Figure 1. Cell outlines without signal wires.
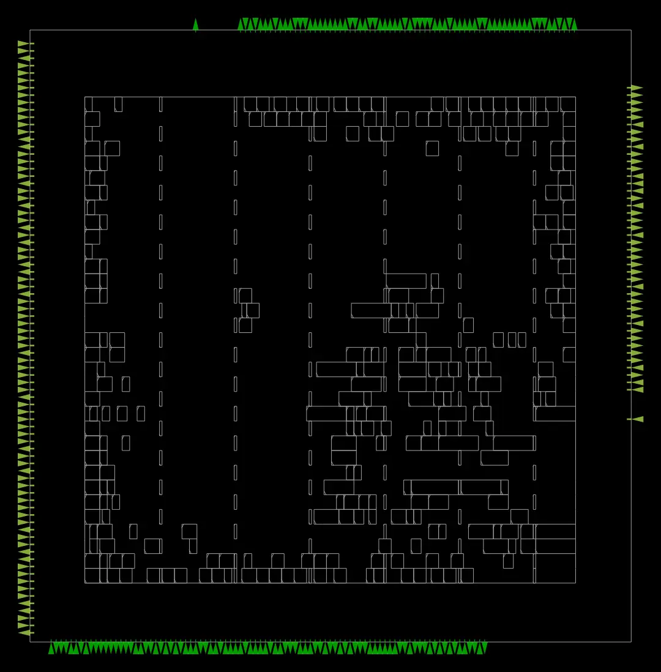
Figure 2. Metal layers overlaid.
Only two layers are drawn.
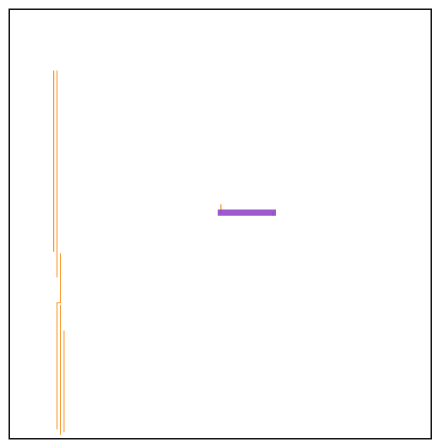
Figure 3. Where the registers sit.
Other sequential cells in the stronger grey, the rest of the logic in the fainter grey.
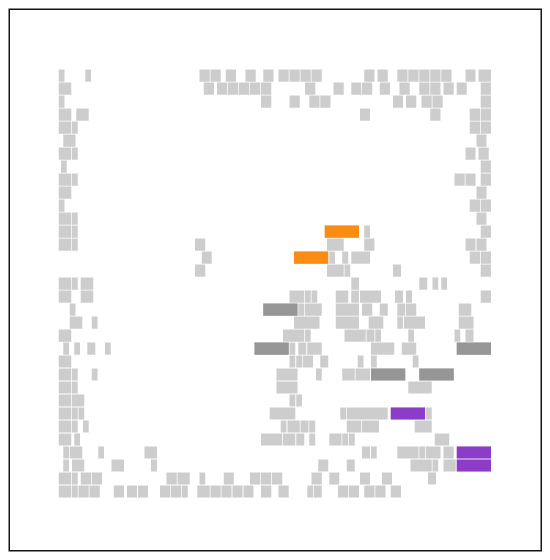
===== src/rtl/jedro_1_mem_arbiter_if.sv =====
// Bus bundle between the jedro_1 fetch/LSU requesters, the arbiter
// and the shared single-port memory.
interface jedro_1_mem_arbiter_if #(
   parameter int DATA_WIDTH = 32
);
   logic                  instr_req_i;
   logic [DATA_WIDTH-1:0] instr_addr_i;
   logic                  instr_gnt_o;
   logic                  instr_rvalid_o;
   logic [DATA_WIDTH-1:0] instr_rdata_o;
   logic                  instr_err_o;

   logic                  data_req_i;
   logic                  data_we_i;
   logic [3:0]            data_be_i;
   logic [DATA_WIDTH-1:0] data_addr_i;
   logic [DATA_WIDTH-1:0] data_wdata_i;
   logic                  data_gnt_o;
   logic                  data_rvalid_o;
   logic [DATA_WIDTH-1:0] data_rdata_o;
   logic                  data_err_o;

   logic                  mem_req_o;
   logic                  mem_we_o;
   logic [3:0]            mem_be_o;
   logic [DATA_WIDTH-1:0] mem_addr_o;
   logic [DATA_WIDTH-1:0] mem_wdata_o;
   logic                  mem_gnt_i;
   logic                  mem_rvalid_i;
   logic [DATA_WIDTH-1:0] mem_rdata_i;
   logic                  mem_err_i;

   logic                  protocol_err_o;

   modport slave (
      input  instr_req_i,
      input  instr_addr_i,
      output instr_gnt_o,
      output instr_rvalid_o,
      output instr_rdata_o,
      output instr_err_o,
      input  data_req_i,
      input  data_we_i,
      input  data_be_i,
      input  data_addr_i,
      input  data_wdata_i,
      output data_gnt_o,
      output data_rvalid_o,
      output data_rdata_o,
      output data_err_o,
      output mem_req_o,
      output mem_we_o,
      output mem_be_o,
      output mem_addr_o,
      output mem_wdata_o,
      input  mem_gnt_i,
      input  mem_rvalid_i,
      input  mem_rdata_i,
      input  mem_err_i,
      output protocol_err_o
   );

   modport master (
      output instr_req_i,
      output instr_addr_i,
      input  instr_gnt_o,
      input  instr_rvalid_o,
      input  instr_rdata_o,
      input  instr_err_o,
      output data_req_i,
      output data_we_i,
      output data_be_i,
      output data_addr_i,
      output data_wdata_i,
      input  data_gnt_o,
      input  data_rvalid_o,
      input  data_rdata_o,
      input  data_err_o,
      input  mem_req_o,
      input  mem_we_o,
      input  mem_be_o,
      input  mem_addr_o,
      input  mem_wdata_o,
      output mem_gnt_i,
      output mem_rvalid_i,
      output mem_rdata_i,
      output mem_err_i,
      input  protocol_err_o
   );
endinterface


===== src/rtl/jedro_1_mem_arbiter.sv =====
// Fetch/data arbiter for the shared jedro_1 memory port: data priority,
// fetch starvation guard, grant-wait lock and in-order response routing.
module jedro_1_mem_arbiter #(
   parameter int DATA_WIDTH      = 32,
   parameter int OUTSTANDING     = 2,
   parameter int DATA_MAX_CONSEC = 4
) (
   input logic                   clk_i,
   input logic                   rstn_i,
   jedro_1_mem_arbiter_if.slave  bus
);
   localparam int CW = $clog2(OUTSTANDING + 1);
   localparam int KW = $clog2(DATA_MAX_CONSEC + 1);

   typedef enum logic [1:0] {
      ST_FREE,
      ST_LOCK_I,
      ST_LOCK_D
   } lock_state_e;

   typedef enum logic [1:0] {
      SEL_NONE,
      SEL_INSTR,
      SEL_DATA
   } sel_e;

   lock_state_e            state_q, state_d;
   logic [KW-1:0]          consec_q, consec_d;
   logic [OUTSTANDING-1:0] owner_q, owner_d;
   logic [CW-1:0]          cnt_q, cnt_d;
   logic                   perr_q, perr_d;

   sel_e                   sel;
   logic                   req_sel;
   logic                   full;
   logic                   empty;
   logic                   mem_req;
   logic                   grant;
   logic                   instr_gnt;
   logic                   data_gnt;
   logic                   push;
   logic                   pop;
   logic                   head_is_data;
   logic [CW-1:0]          push_idx;

   // Selection: the lock wins, then the starvation guard, then data.
   always_comb begin
      sel = SEL_NONE;
      case (state_q)
         ST_LOCK_I: sel = SEL_INSTR;
         ST_LOCK_D: sel = SEL_DATA;
         default: begin
            if (bus.instr_req_i && bus.data_req_i) begin
               if (consec_q == KW'(DATA_MAX_CONSEC)) begin
                  sel = SEL_INSTR;
               end else begin
                  sel = SEL_DATA;
               end
            end else if (bus.instr_req_i) begin
               sel = SEL_INSTR;
            end else if (bus.data_req_i) begin
               sel = SEL_DATA;
            end
         end
      endcase
   end

   always_comb begin
      full      = (cnt_q == CW'(OUTSTANDING));
      empty     = (cnt_q == '0);
      req_sel   = ((sel == SEL_INSTR) && bus.instr_req_i) ||
                  ((sel == SEL_DATA) && bus.data_req_i);
      mem_req   = req_sel && !full;
      grant     = mem_req && bus.mem_gnt_i;
      instr_gnt = grant && (sel == SEL_INSTR);
      data_gnt  = grant && (sel == SEL_DATA);
   end

   always_comb begin
      bus.mem_req_o   = mem_req;
      bus.mem_we_o    = 1'b0;
      bus.mem_be_o    = 4'h0;
      bus.mem_addr_o  = '0;
      bus.mem_wdata_o = '0;
      case (sel)
         SEL_INSTR: begin
            bus.mem_be_o   = 4'hF;
            bus.mem_addr_o = bus.instr_addr_i;
         end
         SEL_DATA: begin
            bus.mem_we_o    = bus.data_we_i;
            bus.mem_be_o    = bus.data_be_i;
            bus.mem_addr_o  = bus.data_addr_i;
            bus.mem_wdata_o = bus.data_wdata_i;
         end
         default: ;
      endcase
      bus.instr_gnt_o = instr_gnt;
      bus.data_gnt_o  = data_gnt;
   end

   // Lock FSM keeps the memory attributes stable until the grant.
   always_comb begin
      state_d = state_q;
      case (state_q)
         ST_FREE: begin
            if (mem_req && !bus.mem_gnt_i) begin
               if (sel == SEL_DATA) begin
                  state_d = ST_LOCK_D;
               end else begin
                  state_d = ST_LOCK_I;
               end
            end
         end
         default: begin
            if (bus.mem_gnt_i) begin
               state_d = ST_FREE;
            end
         end
      endcase
   end

   always_comb begin
      consec_d = consec_q;
      if (!bus.instr_req_i || instr_gnt) begin
         consec_d = '0;
      end else if (data_gnt &&
                   (consec_q != KW'(DATA_MAX_CONSEC))) begin
         consec_d = consec_q + KW'(1);
      end
   end

   // Owner FIFO as a shift register; head always sits at bit 0.
   always_comb begin
      push         = grant;
      pop          = bus.mem_rvalid_i && !empty;
      head_is_data = owner_q[0];
      push_idx     = pop ? (cnt_q - CW'(1)) : cnt_q;
      owner_d      = owner_q;
      if (pop) begin
         for (int i = 0; i < OUTSTANDING - 1; i++) begin
            owner_d[i] = owner_q[i+1];
         end
      end
      if (push) begin
         for (int i = 0; i < OUTSTANDING; i++) begin
            if (CW'(i) == push_idx) begin
               owner_d[i] = (sel == SEL_DATA);
            end
         end
      end
      cnt_d = cnt_q;
      if (push && !pop) begin
         cnt_d = cnt_q + CW'(1);
      end else if (pop && !push) begin
         cnt_d = cnt_q - CW'(1);
      end
   end

   always_comb begin
      perr_d             = perr_q || (bus.mem_rvalid_i && empty);
      bus.protocol_err_o = perr_q;
      bus.instr_rvalid_o = pop && !head_is_data;
      bus.data_rvalid_o  = pop && head_is_data;
      bus.instr_rdata_o  = '0;
      bus.instr_err_o    = 1'b0;
      bus.data_rdata_o   = '0;
      bus.data_err_o     = 1'b0;
      if (bus.instr_rvalid_o) begin
         bus.instr_rdata_o = bus.mem_rdata_i;
         bus.instr_err_o   = bus.mem_err_i;
      end
      if (bus.data_rvalid_o) begin
         bus.data_rdata_o = bus.mem_rdata_i;
         bus.data_err_o   = bus.mem_err_i;
      end
   end

   always_ff @(posedge clk_i) begin
      if (!rstn_i) begin
         state_q  <= ST_FREE;
         consec_q <= '0;
         owner_q  <= '0;
         cnt_q    <= '0;
         perr_q   <= 1'b0;
      end else begin
         state_q  <= state_d;
         consec_q <= consec_d;
         owner_q  <= owner_d;
         cnt_q    <= cnt_d;
         perr_q   <= perr_d;
      end
   end
endmodule


===== src/flat_wrapper.sv =====
// flat-port wrapper written by rule: the top's interface ports become plain ports
module jedro_1_mem_arbiter_flat 
#(
   parameter int DATA_WIDTH      = 32,
   parameter int OUTSTANDING     = 2,
   parameter int DATA_MAX_CONSEC = 4
)
  (clk_i, rstn_i, bus_instr_req_i, bus_instr_addr_i, bus_instr_gnt_o, bus_instr_rvalid_o, bus_instr_rdata_o, bus_instr_err_o, bus_data_req_i, bus_data_we_i, bus_data_be_i, bus_data_addr_i, bus_data_wdata_i, bus_data_gnt_o, bus_data_rvalid_o, bus_data_rdata_o, bus_data_err_o, bus_mem_req_o, bus_mem_we_o, bus_mem_be_o, bus_mem_addr_o, bus_mem_wdata_o, bus_mem_gnt_i, bus_mem_rvalid_i, bus_mem_rdata_i, bus_mem_err_i, bus_protocol_err_o);
  jedro_1_mem_arbiter_if #(.DATA_WIDTH(DATA_WIDTH)) bus_i ();
  input logic clk_i;
  input logic rstn_i;
  input wire logic [$bits(bus_i.instr_req_i)-1:0] bus_instr_req_i;
  input wire logic [$bits(bus_i.instr_addr_i)-1:0] bus_instr_addr_i;
  output wire logic [$bits(bus_i.instr_gnt_o)-1:0] bus_instr_gnt_o;
  output wire logic [$bits(bus_i.instr_rvalid_o)-1:0] bus_instr_rvalid_o;
  output wire logic [$bits(bus_i.instr_rdata_o)-1:0] bus_instr_rdata_o;
  output wire logic [$bits(bus_i.instr_err_o)-1:0] bus_instr_err_o;
  input wire logic [$bits(bus_i.data_req_i)-1:0] bus_data_req_i;
  input wire logic [$bits(bus_i.data_we_i)-1:0] bus_data_we_i;
  input wire logic [$bits(bus_i.data_be_i)-1:0] bus_data_be_i;
  input wire logic [$bits(bus_i.data_addr_i)-1:0] bus_data_addr_i;
  input wire logic [$bits(bus_i.data_wdata_i)-1:0] bus_data_wdata_i;
  output wire logic [$bits(bus_i.data_gnt_o)-1:0] bus_data_gnt_o;
  output wire logic [$bits(bus_i.data_rvalid_o)-1:0] bus_data_rvalid_o;
  output wire logic [$bits(bus_i.data_rdata_o)-1:0] bus_data_rdata_o;
  output wire logic [$bits(bus_i.data_err_o)-1:0] bus_data_err_o;
  output wire logic [$bits(bus_i.mem_req_o)-1:0] bus_mem_req_o;
  output wire logic [$bits(bus_i.mem_we_o)-1:0] bus_mem_we_o;
  output wire logic [$bits(bus_i.mem_be_o)-1:0] bus_mem_be_o;
  output wire logic [$bits(bus_i.mem_addr_o)-1:0] bus_mem_addr_o;
  output wire logic [$bits(bus_i.mem_wdata_o)-1:0] bus_mem_wdata_o;
  input wire logic [$bits(bus_i.mem_gnt_i)-1:0] bus_mem_gnt_i;
  input wire logic [$bits(bus_i.mem_rvalid_i)-1:0] bus_mem_rvalid_i;
  input wire logic [$bits(bus_i.mem_rdata_i)-1:0] bus_mem_rdata_i;
  input wire logic [$bits(bus_i.mem_err_i)-1:0] bus_mem_err_i;
  output wire logic [$bits(bus_i.protocol_err_o)-1:0] bus_protocol_err_o;
  assign bus_i.instr_req_i = bus_instr_req_i;
  assign bus_i.instr_addr_i = bus_instr_addr_i;
  assign bus_instr_gnt_o = bus_i.instr_gnt_o;
  assign bus_instr_rvalid_o = bus_i.instr_rvalid_o;
  assign bus_instr_rdata_o = bus_i.instr_rdata_o;
  assign bus_instr_err_o = bus_i.instr_err_o;
  assign bus_i.data_req_i = bus_data_req_i;
  assign bus_i.data_we_i = bus_data_we_i;
  assign bus_i.data_be_i = bus_data_be_i;
  assign bus_i.data_addr_i = bus_data_addr_i;
  assign bus_i.data_wdata_i = bus_data_wdata_i;
  assign bus_data_gnt_o = bus_i.data_gnt_o;
  assign bus_data_rvalid_o = bus_i.data_rvalid_o;
  assign bus_data_rdata_o = bus_i.data_rdata_o;
  assign bus_data_err_o = bus_i.data_err_o;
  assign bus_mem_req_o = bus_i.mem_req_o;
  assign bus_mem_we_o = bus_i.mem_we_o;
  assign bus_mem_be_o = bus_i.mem_be_o;
  assign bus_mem_addr_o = bus_i.mem_addr_o;
  assign bus_mem_wdata_o = bus_i.mem_wdata_o;
  assign bus_i.mem_gnt_i = bus_mem_gnt_i;
  assign bus_i.mem_rvalid_i = bus_mem_rvalid_i;
  assign bus_i.mem_rdata_i = bus_mem_rdata_i;
  assign bus_i.mem_err_i = bus_mem_err_i;
  assign bus_protocol_err_o = bus_i.protocol_err_o;
  jedro_1_mem_arbiter #(.DATA_WIDTH(DATA_WIDTH), .OUTSTANDING(OUTSTANDING), .DATA_MAX_CONSEC(DATA_MAX_CONSEC)) u_core (.clk_i(clk_i), .rstn_i(rstn_i), .bus(bus_i));
endmodule

===== config.mk =====
export PLATFORM = sky130hd
export DESIGN_NAME = jedro_1_mem_arbiter_flat
export DESIGN_NICKNAME = d
export VERILOG_FILES = /design/src/rtl/jedro_1_mem_arbiter_if.sv /design/src/rtl/jedro_1_mem_arbiter.sv /design/src/flat_wrapper.sv
export SDC_FILE = /design/constraint.sdc
export NUM_CORES = 1
export LEC_CHECK = 0
export CORE_AREA = 10 10 101 103
export DETAILED_ROUTE_END_ITERATION = 10
export DIE_AREA = 0 0 111 113
export DONT_BUFFER_PORTS = 1
export PLACE_DENSITY = 0.41
export SYNTH_ARGS = -nofsm -noshare
export SYNTH_HDL_FRONTEND = slang
export SYNTH_SLANG_ARGS = --single-unit

===== constraint.sdc =====
create_clock -name clk_i -period 4.6 [get_ports clk_i]
set_input_delay 0.69 -clock clk_i [delete_from_list [all_inputs] [get_ports clk_i]]
set_output_delay 0.69 -clock clk_i [all_outputs]
set_load 0.02 [all_outputs]

==> summary.txt <==
Implementation results are summarized by area below.

Status
The flow ran to the end, and the final reports show no timing, DRC or antenna violations.

Route
In the routed layout, each cell is associated on average with a via count of 5.23.

Final layout
Per the area breakdown, the dominant cell category is multi-input combinational cells. 243 cells are multi-input combinational gates. Per the final layout report, the fraction of cells sized above drive strength 1 comes to 0.0696. According to the finish report, the design has a final net count of 424. Per the final report, the share of cell area in non-clock buffers is 0.0187.

The final layout report lists a non-clock buffer count of 5. For the completed layout, the total cell area is recorded as 2010 sq um. The layout has 11 inverters outside the clock class.

The final-layout clock-cell area share is 0.0274.

Synthesis
The largest area contributor in the synthesized netlist is sky130_fd_sc_hd__and2_1. In the post-synthesis netlist, the biggest area contributors are sky130_fd_sc_hd__and2_1 22%, sky130_fd_sc_hd__a22oi_1 13%, sky130_fd_sc_hd__and3_1 12%. Of the post-synthesis cell area, the dominant cell type holds 0.222. The netlist uses 34 different library cells. Yosys reports a chip area of 1890 sq um. The mean post-synth cell area is 6.51 sq um. The largest non-sequential cell family by area is simple AND/OR/NAND/NOR gates. The most common cell in the synthesized netlist is sky130_fd_sc_hd__and2_1.

The main flop type after synthesis is sky130_fd_sc_hd__dfxtp_1. The netlist area before placement is 1890 sq um. The post-synthesis mux area share is 0.0219.

The post-synthesis net count is 440. The number of warnings printed during yosys synthesis is 0. The synth_stat.txt file lists the number of cells as 290.

Power
The largest part of the power goes to combinational logic. The clock network power consumption is 0.000112 W. The power report attributes to the combinational group a share of 0.684. VDD sags by at most 0.0883 mV. The internal power of the cells totals 0.000310 W.

Of the total power, the share spent switching nets is 0.580. The power consumed by sequential cells is 0.000122 W.

Setup path
The end point of the critical path is bus_mem_addr_o[9]. The master of the slowest instance on the critical path is sky130_fd_sc_hd__ha_2. The timing report gives the worst reg2reg path a setup slack of 1.58 ns. The worst path arrival time is 2.80 ns.

The delay of the slowest critical-path stage is 0.75 ns. The type of destination of the critical path is a primary output. Counting cells, the worst reg-to-reg path comes to 8. The startpoint type of the worst setup path is a flip-flop. The origin of the worst setup path is u_core.state_q[0]. The combined buffer and inverter count along the critical path is 2. The critical path maximum fanout is 57. In this run the critical register-to-register path is captured at u_core.state_q[1].

The setup path with the least slack is of type flip-flop to primary output.

Flow run
Warnings raised by the tools during the run amount to 31.

Placement
In the placement report, post-DP HPWL is listed as 8.45 mm. The post-placement cell area is 1950 sq um. At the end of routability-driven placement, the weighted congestion stood at 0.769.

CTS
CTS built an H-tree with a depth of 1. In this run, post-CTS repair resized a total of 0 instances. The sink count of the clock tree is 10. The number of buffers added for setup after CTS is 0. The total CTS buffers is 3. The clock reaches the later pin of the worst-skew pair after 0.24 ns.

Global route
The number of global-route vias before repair is 2141. The first global-routing pass estimated 13.7 mm of wire. The number of antenna violations at the first check in global routing is 2. The total overflow left after global routing is 0. The largest net degree at the start of global routing is 58.

Timing
In the final report, the number of hold violations comes to 0. In the finished design, the share of the clock period the worst path needs comes to 0.758. The setup violation total in the final timing report is 0.

The shortest period the worst path allows is 3.49 ns. Clock skew on the completed layout was measured at 0.00211 ns.

Die
In this run the core area contains 33 standard-cell rows. In this run the full chip footprint comes out at 12500 sq um.

Hold path
The tightest min-delay check is of the flip-flop to flip-flop type. The startpoint of the most critical hold path is u_core.owner_q[1].
-- Figure 1 (at the start) --
fill cell total of the finished layout: 877
Final Core Density: 0.247
n_taps: 105

-- Figure 2 (at the start) --
- purple: M5 (wire length 13.8 microns)
- orange: M4 (wire length 212 microns)
Wirelength per Cell: 24.9 microns
routed wire length: 9.43 mm
detailed-route via count: 1982

-- Figure 3 (at the start) --
- purple: `u_core.consec_q` (sequential cells 3)
- orange: `u_core.owner_q` (sequential cells 2)
- not coloured: 5
fraction of standard cell area that is sequential: 0.0998
area used by sequential logic in the layout: 200 sq um

==> metrics by stage <==
| step | instances | util | hold slack (ns) |
|---|---|---|---|
| floorplan | 290 | - | 0.436 |
| global placement | 374 | 0.240 | 0.455 |
| detailed placement | 374 | 0.240 | 0.457 |
| CTS | 378 | 0.246 | 0.465 |
| global route | 378 | 0.246 | 0.500 |
| finish | 379 | 0.247 | 0.456 |
==> routing by layer <==
metal | vias to the layer above | GRT usage | part of all wire
li1 | 954 | - | -
met1 | 878 | 0.127 | 0.35
met2 | 136 | 0.245 | 0.51
met3 | 12 | 0.0608 | 0.11
met4 | 2 | 0.0391 | 0.022
met5 | - | 0 | 0.0014
No activity file was given, so power comes from the tool's default toggle rates.
